===== src/rtl/sap1_ctrl_pkg.sv =====
// Shared constants for the SAP-1 control sequencer: opcodes, control-word bit
// positions, the idle control word and the one-hot T-state encoding.
// Pure declarations; no logic, no latency, no flow control.
package sap1_ctrl_pkg;

  localparam logic [3:0] OP_LDA = 4'h0;
  localparam logic [3:0] OP_ADD = 4'h1;
  localparam logic [3:0] OP_SUB = 4'h2;
  localparam logic [3:0] OP_OUT = 4'hE;
  localparam logic [3:0] OP_HLT = 4'hF;

  // Control word layout {CP,Ep,nLm,nCE,nLi,nEi,nLa,Ea,Su,Eu,nLb,nLo}
  localparam int CW_CP  = 11;
  localparam int CW_EP  = 10;
  localparam int CW_NLM = 9;
  localparam int CW_NCE = 8;
  localparam int CW_NLI = 7;
  localparam int CW_NEI = 6;
  localparam int CW_NLA = 5;
  localparam int CW_EA  = 4;
  localparam int CW_SU  = 3;
  localparam int CW_EU  = 2;
  localparam int CW_NLB = 1;
  localparam int CW_NLO = 0;

  // Every active-low strobe high, every active-high strobe low.
  localparam logic [11:0] CW_IDLE = 12'h3E3;

  typedef enum logic [5:0] {
    T1 = 6'b000001,
    T2 = 6'b000010,
    T3 = 6'b000100,
    T4 = 6'b001000,
    T5 = 6'b010000,
    T6 = 6'b100000
  } tstate_e;

  // Opcodes with no defined micro-program.
  function automatic logic is_undef_op(input logic [3:0] op);
    return (op >= 4'h3) && (op <= 4'hD);
  endfunction

endpackage


===== src/rtl/sap1_tstate_counter.sv =====
// One-hot T1..T6 ring counter for the SAP-1 sequencer, advancing on the falling edge.
// Latency: one falling edge per step; 'last' wraps to T1 on the next falling edge.
// Backpressure: 'hold' freezes the ring (pause/halt); 'hold' wins over 'last'.
// Ports: clk, clr (async active-high, forces T1), last, hold, t_state[5:0] one-hot.
module sap1_tstate_counter
  import sap1_ctrl_pkg::*;
(
  input  logic       clk,
  input  logic       clr,
  input  logic       last,
  input  logic       hold,
  output logic [5:0] t_state
);

  tstate_e state_q;
  tstate_e state_d;

  always_ff @(negedge clk or posedge clr) begin
    if (clr) state_q <= T1;
    else     state_q <= state_d;
  end

  always_comb begin
    state_d = state_q;
    if (hold) begin
      state_d = state_q;
    end else if (last) begin
      state_d = T1;
    end else begin
      case (state_q)
        T1:      state_d = T2;
        T2:      state_d = T3;
        T3:      state_d = T4;
        T4:      state_d = T5;
        T5:      state_d = T6;
        T6:      state_d = T1;
        // Any corrupted encoding recovers to a clean fetch.
        default: state_d = T1;
      endcase
    end
  end

  assign t_state = state_q;

endmodule


===== src/rtl/sap1_sequencer.sv =====
// SAP-1 control sequencer: T-state ring plus microcode decode to the 12-bit control word.
// Latency: control word is combinational from t_state/op_code; state and flags update on falling edge.
// Backpressure: run=0 parks at T1 (instruction boundary) with IDLE; HLT/trap freezes at T4 until clr.
// Ports: clk, clr (async active-high), run, op_code[3:0] -> cont_signal[11:0], t_state[5:0],
//        halted, instr_done, illegal.
// Build option: define SAP1_ILLEGAL_TRAP_EN to trap opcodes 3..D (sets illegal and halted).
module sap1_sequencer
  import sap1_ctrl_pkg::*;
#(
  parameter bit         EARLY_END  = 1'b1,
  parameter logic [3:0] HLT_OPCODE = OP_HLT
) (
  input  logic        clk,
  input  logic        clr,
  input  logic        run,
  input  logic [3:0]  op_code,
  output logic [11:0] cont_signal,
  output logic [5:0]  t_state,
  output logic        halted,
  output logic        instr_done,
  output logic        illegal
);

  logic        is_hlt;
  logic        trap_op;
  logic        is_nop;
  logic        stop_now;
  logic        pause;
  logic        last_state;
  logic        hold;
  logic        halted_q;
  logic [11:0] cw_rom;

  assign is_hlt = (op_code == HLT_OPCODE);

`ifdef SAP1_ILLEGAL_TRAP_EN
  logic illegal_q;
  assign trap_op = is_undef_op(op_code) && !is_hlt;
`else
  assign trap_op = 1'b0;
`endif

  // Anything without its own micro-program that neither halts nor traps.
  assign is_nop = !is_hlt && !trap_op &&
                  (op_code != OP_LDA) && (op_code != OP_ADD) &&
                  (op_code != OP_SUB) && (op_code != OP_OUT);

  // Opcode is only valid from T4, so halting is decided there.
  assign stop_now = (t_state == T4) && !halted_q && (is_hlt || trap_op);

  // Pause only at the instruction boundary; a running instruction always completes.
  assign pause = (t_state == T1) && !run && !halted_q;

  always_comb begin
    last_state = (t_state == T6);
    if (EARLY_END) begin
      if ((t_state == T5) && (op_code == OP_LDA) && !is_hlt)
        last_state = 1'b1;
      if ((t_state == T4) && ((op_code == OP_OUT && !is_hlt) || is_nop))
        last_state = 1'b1;
    end
  end

  assign hold       = halted_q || stop_now || pause;
  assign instr_done = last_state && !halted_q && !stop_now;

  sap1_tstate_counter u_tstate (
    .clk     (clk),
    .clr     (clr),
    .last    (last_state),
    .hold    (hold),
    .t_state (t_state)
  );

  always_ff @(negedge clk or posedge clr) begin
    if (clr)           halted_q <= 1'b0;
    else if (stop_now) halted_q <= 1'b1;
  end

`ifdef SAP1_ILLEGAL_TRAP_EN
  always_ff @(negedge clk or posedge clr) begin
    if (clr)                      illegal_q <= 1'b0;
    else if (stop_now && trap_op) illegal_q <= 1'b1;
  end
  assign illegal = illegal_q;
`else
  assign illegal = 1'b0;
`endif

  // Microcode ROM: T-state x opcode. Unlisted combinations stay IDLE.
  always_comb begin
    cw_rom = CW_IDLE;
    case (t_state)
      T1: begin
        cw_rom[CW_EP]  = 1'b1;
        cw_rom[CW_NLM] = 1'b0;
      end
      T2: cw_rom[CW_CP] = 1'b1;
      T3: begin
        cw_rom[CW_NCE] = 1'b0;
        cw_rom[CW_NLI] = 1'b0;
      end
      T4: begin
        if (!is_hlt) begin
          case (op_code)
            OP_LDA, OP_ADD, OP_SUB: begin
              cw_rom[CW_NEI] = 1'b0;
              cw_rom[CW_NLM] = 1'b0;
            end
            OP_OUT: begin
              cw_rom[CW_EA]  = 1'b1;
              cw_rom[CW_NLO] = 1'b0;
            end
            default: cw_rom = CW_IDLE;
          endcase
        end
      end
      T5: begin
        case (op_code)
          OP_LDA: begin
            cw_rom[CW_NCE] = 1'b0;
            cw_rom[CW_NLA] = 1'b0;
          end
          OP_ADD, OP_SUB: begin
            cw_rom[CW_NCE] = 1'b0;
            cw_rom[CW_NLB] = 1'b0;
          end
          default: cw_rom = CW_IDLE;
        endcase
      end
      T6: begin
        case (op_code)
          OP_ADD: begin
            cw_rom[CW_EU]  = 1'b1;
            cw_rom[CW_NLA] = 1'b0;
          end
          OP_SUB: begin
            cw_rom[CW_EU]  = 1'b1;
            cw_rom[CW_SU]  = 1'b1;
            cw_rom[CW_NLA] = 1'b0;
          end
          default: cw_rom = CW_IDLE;
        endcase
      end
      default: cw_rom = CW_IDLE;
    endcase
  end

  // clr gates the word immediately so nothing strobes while the ring is being reset.
  assign cont_signal = (clr || halted_q || pause) ? CW_IDLE : cw_rom;
  assign halted      = halted_q;

endmodule


===== config.mk =====
export PLATFORM = sky130hd
export DESIGN_NAME = sap1_sequencer
export DESIGN_NICKNAME = d
export VERILOG_FILES = /design/src/rtl/sap1_ctrl_pkg.sv /design/src/rtl/sap1_tstate_counter.sv /design/src/rtl/sap1_sequencer.sv
export SDC_FILE = /design/constraint.sdc
export NUM_CORES = 1
export LEC_CHECK = 0
export CAP_MARGIN = 20
export CORE_MARGIN = 2
export CORE_UTILIZATION = 46
export CTS_CLUSTER_DIAMETER = 50
export DETAILED_ROUTE_END_ITERATION = 12
export PLACE_DENSITY = 0.81
export SLEW_MARGIN = 20
export SYNTH_ARGS = -nofsm -noshare
export SYNTH_HDL_FRONTEND = slang
export SYNTH_SLANG_ARGS = --single-unit
export TNS_END_PERCENT = 5

===== constraint.sdc =====
create_clock -name clk -period 3.95 [get_ports clk]
set_input_delay 1.185 -clock clk [delete_from_list [all_inputs] [get_ports clk]]
set_output_delay 1.185 -clock clk [all_outputs]
set_load 0.005 [all_outputs]

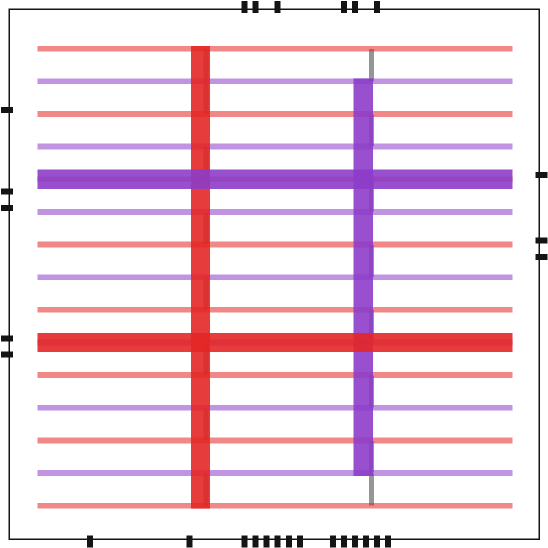
(run_1/floorplan.png)
Drawn at 12 px/um. Pins as bars on the die edge. Tap cells in grey.
[red] VSS
[purple] VDD
tap cells: 16
met1 rails: 15
signal pins: 28
rows: 14

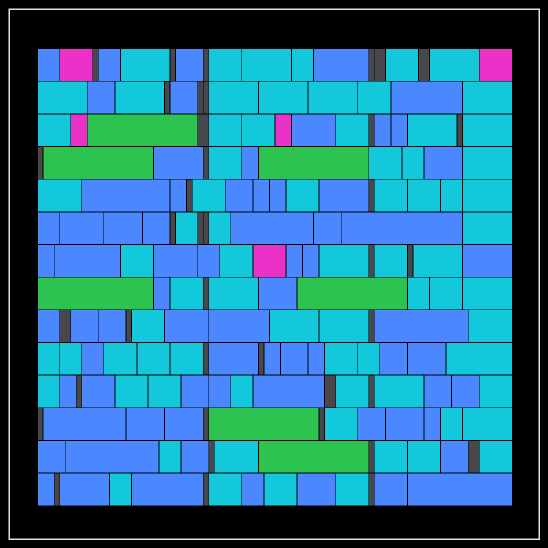
(run_1/class_map.png)
Drawn at 12 px/um. Fill, decap, tap and diode cells in grey.
[cyan] remaining buffers and delay cells | cells: 74 | share of their area: 43%
[green] registers | cells: 7 | share of their area: 12%
[blue] remaining logic cells | cells: 72 | share of their area: 43%
[magenta] clock drivers and dummy loads | cells: 5 | share of their area: 2.1%
Seq/total area: 0.120
row cnt: 14
fin area: 1470 um^2

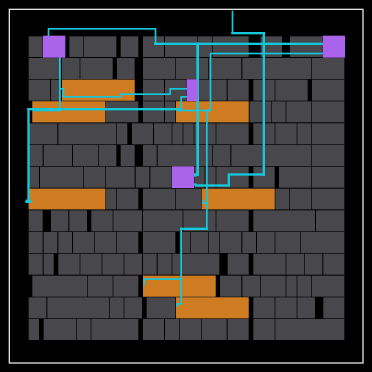
(run_1/clock_wires.png)
Drawn at 8 px/um.
[purple] clock-net drivers | count: 4
[orange] flip-flops | count: 7
[cyan] clock wires | length: 219 um
routed clock nets: 5
skew final: 83.7 ps
Latency at later pin: 360 ps
clock group total power: 84.6 uW

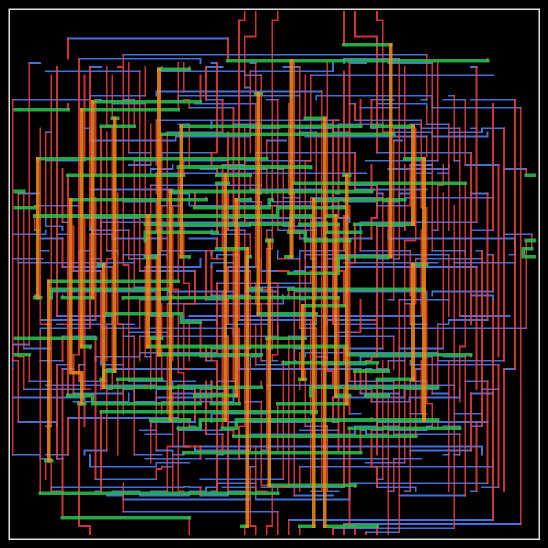
(run_1/layers.png)
Drawn at 12 px/um.
[orange] M4 | wire length: 450 um
[green] M3 | wire length: 602 um
[red] M2 | wire length: 2130 um
[blue] M1 | wire length: 1480 um
total track usage: 0.418
DR WL/cell: 26.8 um
Post-Route WL: 4670 um

==> results.cfg, run 1 <==
; synthesis and place-and-route metrics
[placement]
dpl_cell_area_um2 = 1250
place_ws_ps = -1100
hpwlAfterDp_um = 2130
io_buffers = 26
gp_congestion = 0.888
place_inst = 158

[yosys]
synth.top_cells.by_count = dfrtn_1, nand2_1, nor2_1
edf_count = 0
synthCells = 86
numSynthFlops = 7
synthesis.nets = 93
flop_cell = dfrtn_1
topCombFamilyByArea = simple AND/OR/NAND/NOR gates
yosys_cells = 86
mux_share = 0.0475
yosysWarnings = 0
yosys.area.top_type = dfrtn_1
netlist_area_um2 = 737
synthTopCellsByArea = dfrtn_1, nand4_1, nor2b_1
yosysUniqueCellTypes = 42
ys_sh_simple = 0.399
synth.avg_cell_area_um2 = 8.57
async_flop_share = 1.00
fa_ha_area_frac = 0
ys_seq_frac = 0.239
ys_sh_aoi = 0.202
yosysChipArea_um2 = 737
yosysTopAreaCellShare = 0.204
ys_sh_xor = 0.0238

[sta]
relSlewSlack = 0.651
setup_viol = 26
tns_ps = -17940
hold_slack_ps = 799
tightest_slew_ps = 519
fin_ws_ps = -1250
rsz0062_at_grt = yes
finalHoldViolations = 0
final_max_slew_viol_count = 0

[final_layout]
n_fill_cell = 23
fin_util = 0.976
areaGrowthSynthToFinish_pct = 99.5
drive_gt1_frac = 0.646
antenna_cells = 0
nets = 166
stdcell_count = 174

[drt]
vias = 1190
drc_errors = 0
wl_met1_um = 1480
wl_met3_um = 601
first_pass_iters = 5
highest_layer = met4
drtIter0Drc = 103
vias_per_cell = 6.84
detail-route-antenna-nets = 0
wl_met2_um = 2130

[grt]
grt_max_degree = 10
met2_usage = 0.659
grtUsageMet3 = 0.188
gr-usage-met1 = 0.455
antenna_found_initial = 0
top_usage_layer = met2
first_global_vias = 1071
grt_pass1_wl_um = 5620
gr-total-overflow = 0

[power_and_ir_drop]
power-top-group = combinational cells
power_density_nw_per_um2 = 544
powerSeq_uw = 122
p_comb_frac = 0.742
p_leak_uw = 0.000703
vdd_drop_max_mv = 0.624
powerComb_uw = 593
p_int_uw = 429
p_sw_frac = 0.463
total_power_uw = 799
p_seq_frac = 0.152
p_sw_uw = 370
clkPwrFrac = 0.106

[critical_path]
cp_max_fo = 3
cp.required_ps = 2760
crit_family = simple AND/OR/NAND/NOR gates
cp.arrival_ps = 4010
cp-end-kind = output port
worst_path_largest_cell_delay_ps = 490
critPathSlowestCell = or4_4
path_buffers = 2
start_kind = flop
worstSetupPathType = reg -> out
worstPathCellList = or3_4 > or4_4 > inv_2 > nand4_1 > buf_2

[clock_tree]
cts_buffer_depth = 2
ctsResizeCount = 106
htreeDepth = 1
cts_buffers = 3
hold_buffers = 0
clk_pin_slew_ps = 80
cts_tree = built
clock_sinks = 7
post-cts-setup-buffer-count = 7
cts_root_buf = clkbuf_4

[flow_run]
warnings = 31
cap_violations = 0

[hold_path]
hold_path.class = reg -> reg

[die]
core_um2 = 1510
ioPinCount = 28
chipArea_um2 = 1940
fp_util = 0.489
die-height_um = 44.0
die_x_um = 44.0

[run_status]
status = complete, but fails checks
violations = setup timing
run 1: registers in the layout (all words and copies together), names as in the netlist:
register	cells
u_tstate.t_state	6
halted	1
run 1: cells in the final DEF (no fill, tap or decap), types with 4 or more instances in the layout:
master	instances
buf_2	12
buf_4	34
buf_6	21
dfrtn_1	6
inv_1	4
nand2_1	4
nand4_1	5
nor2_1	4
nor2b_1	5
run 1: kinds of logic (layout without fill, tap and decap cells):
| family | Yosys count | in the layout |
|---|---|---|
| simple gates | 43 | 43 |
| xor+xnor | 2 | 2 |
| mux | 3 | 3 |
| flops | 7 | 7 |
| compound gates | 17 | 17 |
| buf+inv | 13 | 85 |
| other cells | 1 | 1 |
run 1: path summary, 6_finish.rpt:
kind	start	end	slack (ps)	cells past startpoint
min reg2reg	u_tstate.t_state[1]$_DFFE_NP0N_	u_tstate.t_state[1]$_DFFE_NP0N_	800	4
max in group asynchronous	clr	u_tstate.t_state[1]$_DFFE_NP0N_	420	3
min in group asynchronous	clr	u_tstate.t_state[4]$_DFFE_NP0N_	3150	2
max	u_tstate.t_state[0]$_DFFE_NP1N_	cont_signal[1]	-1250	5
min	u_tstate.t_state[1]$_DFFE_NP0N_	u_tstate.t_state[1]$_DFFE_NP0N_	800	4
max reg2reg	u_tstate.t_state[0]$_DFFE_NP1N_	u_tstate.t_state[2]$_DFFE_NP0N_	1860	8
run 1: cell type report:
| type | count | area (um^2) | area share |
|---|---|---|---|
| clock buffers | 4 | 26.3 | 0.0179 |
| multi-input cells | 66 | 603 | 0.410 |
| repair buffers | 74 | 618 | 0.420 |
| clock inverters | 1 | 3.75 | 0.00255 |
| flip-flops and latches | 7 | 176 | 0.120 |
| well taps | 16 | 20.0 | 0.0136 |
| inverters | 6 | 22.5 | 0.0153 |
## Run 2: what changed since run 1
GPL_ROUTABILITY_DRIVEN = 0   (was default)
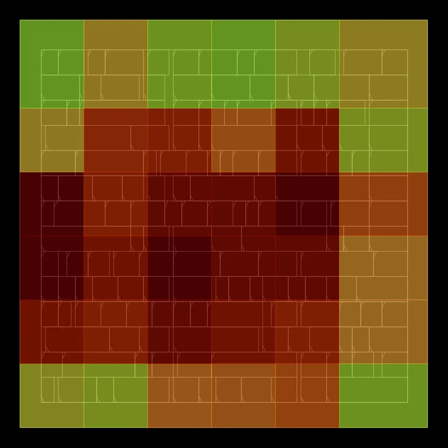
(run_2/congestion_map.png)
met3 Track Usage GR: 0.188
M2 GR Usage: 0.659
Final Util: 0.976
Most Crowded Layer GR: met2
GR Util met1: 0.455

==> run 2 against run 1 <==
The flow still finishes with violations (setup timing). Register-to-register slack about the same. Global-route usage unchanged. Final cell count unchanged. Synthesized cell count unchanged. Critical path type unchanged. Largest power group unchanged.
==> results.cfg, run 2 <==
; synthesis and place-and-route metrics
[run_status]
status = complete, but fails checks
violations = setup timing

[grt]
grt_max_degree = 10
antenna_found_initial = 0
gr-total-overflow = 0
grt_pass1_wl_um = 5620
first_global_vias = 1071
grt_util_all_layers = 0.418

[final_layout]
seqCellArea_um2 = 176
n_fill_cell = 23
areaGrowthSynthToFinish_pct = 99.5
largest_reg_flops = 6
layout_top_cells = buf_4, buf_6, buf_2
drive_gt1_frac = 0.646
antenna_cells = 0
final_common_cell = buf_4
nets = 166
comb_area_um2 = 603

[placement]
io_buffers = 26
place_ws_ps = -1100
hpwlAfterDp_um = 2130

[power_and_ir_drop]
p_leak_uw = 0.000703
p_sw_uw = 370
clkPwrFrac = 0.106
p_seq_frac = 0.152
p_comb_frac = 0.742
p_sw_frac = 0.463
power_density_nw_per_um2 = 544
p_int_uw = 429

[flow_run]
warnings = 31
cap_violations = 0

[critical_path]
start_kind = flop
r2r_slack_ps = 1860
r2r_end = u_tstate.t_state[2]$_DFFE_NP0N_
critPathCapture = cont_signal[1]
cp-end-kind = output port
cp.arrival_ps = 4010
worstSetupPathType = reg -> out
timing.rr.start = u_tstate.t_state[0]$_DFFE_NP1N_
reg2reg_depth = 8
cp_max_fo = 3
cp.required_ps = 2760
cp-startpoint = u_tstate.t_state[0]$_DFFE_NP1N_

[clock_tree]
htreeDepth = 1
clock_sinks = 7
insertion_delay_ps = 360
cts_root_buf = clkbuf_4
cts_tree = built
cts_buffers = 3
clk_pin_slew_ps = 80
cts_buffer_depth = 2

[sta]
fin_skew_ps = 83.7
setup_viol = 26
hold_slack_ps = 799
fin_ws_ps = -1250
relSlewSlack = 0.651
final_max_slew_viol_count = 0
finalHoldViolations = 0
tightest_slew_ps = 519
tns_ps = -17940
rsz0062_at_grt = yes

[yosys]
edf_count = 0
fa_ha_area_frac = 0
yosys_cells = 86
ys_seq_frac = 0.239
flop_cell = dfrtn_1
synthCells = 86
yosysChipArea_um2 = 737
numSynthFlops = 7
synth.avg_cell_area_um2 = 8.57
ys_sh_aoi = 0.202
ys_sh_xor = 0.0238
ys_sh_simple = 0.399
netlist_area_um2 = 737
yosysTopAreaCellShare = 0.204
topCombFamilyByArea = simple AND/OR/NAND/NOR gates
synth.top_cells.by_count = dfrtn_1, nand2_1, nor2_1
yosysUniqueCellTypes = 42
synthTopCellsByArea = dfrtn_1, nand4_1, nor2b_1
async_flop_share = 1.00
mux_share = 0.0475
yosysWarnings = 0
yosys.area.top_type = dfrtn_1
synthesis.nets = 93

[drt]
vias = 1190
first_pass_iters = 5
drc_errors = 0
drt_wl_total_um = 4670
drtIter0Drc = 103
wl_per_cell_um = 26.8
detail-route-antenna-nets = 0
vias_per_cell = 6.84

[hold_path]
min-delay-start = u_tstate.t_state[1]$_DFFE_NP0N_
whs_path_depth = 4
holdPathEnd = u_tstate.t_state[1]$_DFFE_NP0N_
hold_path.class = reg -> reg

[die]
ioPinCount = 28
chipArea_um2 = 1940
fp_util = 0.489
rows = 14
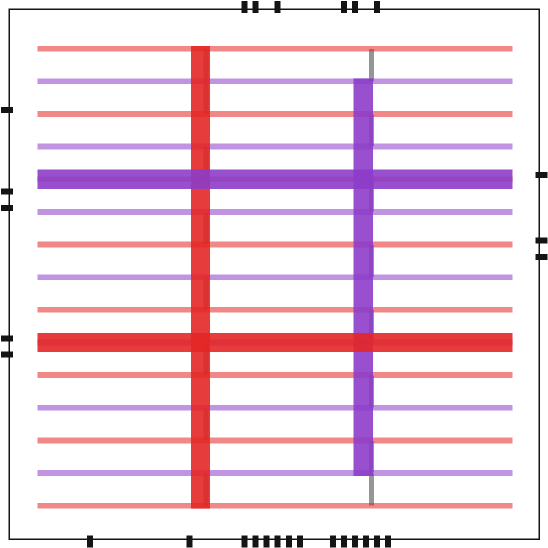
(run_2/floorplan.png)
Drawn at 12 px/um. Pins as bars on the die edge. Tap cells in grey.
Core ar.: 1510 um^2
die x size: 44.0 um
Max IR drop VDD: 0.624 mV
Die Ht: 44.0 um

==> run 2: cell counts in the layout (fill, tap and decap cells not counted) <==
No cell type changed its count.
==> run 2: final cells by class <==
class                           instances  share of cell area
Clock buffer                            4              0.0179
Clock inverter                          1             0.00255
Inverter                                6              0.0153
Multi-Input combinational cell         66               0.410
Sequential cell                         7               0.120
Tap cell                               16              0.0136
Timing Repair Buffer                   74               0.420
==> run 2: power by group through the flow <==
stage / combinational [uW] / sequential [uW] / clock (uW)
floorplan: 197 / 133 / 3.17
global placement: 453 / 116 / 3.17
detailed placement: 468 / 119 / 3.17
CTS: 507 / 119 / 75.1
global route: 606 / 122 / 90.7
finish: 593 / 122 / 84.6
==> run 2: cell families (layout without fill, tap and decap cells) <==
logic type	after synthesis	count (layout)
simple gates	43	43
compound gates	17	17
buf+inv	13	85
flops	7	7
mux	3	3
xor+xnor	2	2
other cells	1	1
==> run 2: layer usage <==
layer,wire (um),share of wire,global-route usage,vias to the layer above
met2,2130,0.46,0.659,138
li1,-,-,-,460
met1,1480,0.32,0.455,539
met5,0,0,0,-
met4,449,0.096,0.267,0
met3,601,0.13,0.188,53
==> run 2: through the flow <==
step	total power [uW]	instances	cell area, um^2
after global placement	572	158	1250
after floorplan	333	86	746
final	799	174	1470
after global routing	818	174	1470
after detailed placement	590	158	1250
after CTS	701	169	1380
==> run 2: worst max-delay path, cell delays in order (launching register included) <==
cell	delay, ps
dfstp_2	390
or3_4	400
or4_4	490
inv_2	80
nand4_1	130
buf_2	190
==> run 2: timing repair <==
action,4_1_cts,5_1_grt
hold endpoints to repair,0,0
endpoints found under the setup margin,27,26
gates resized,106,29
hold buffers,0,0
pin swaps,11,12
buffers inserted,7,6
Power is estimated from default activity; no workload was simulated.
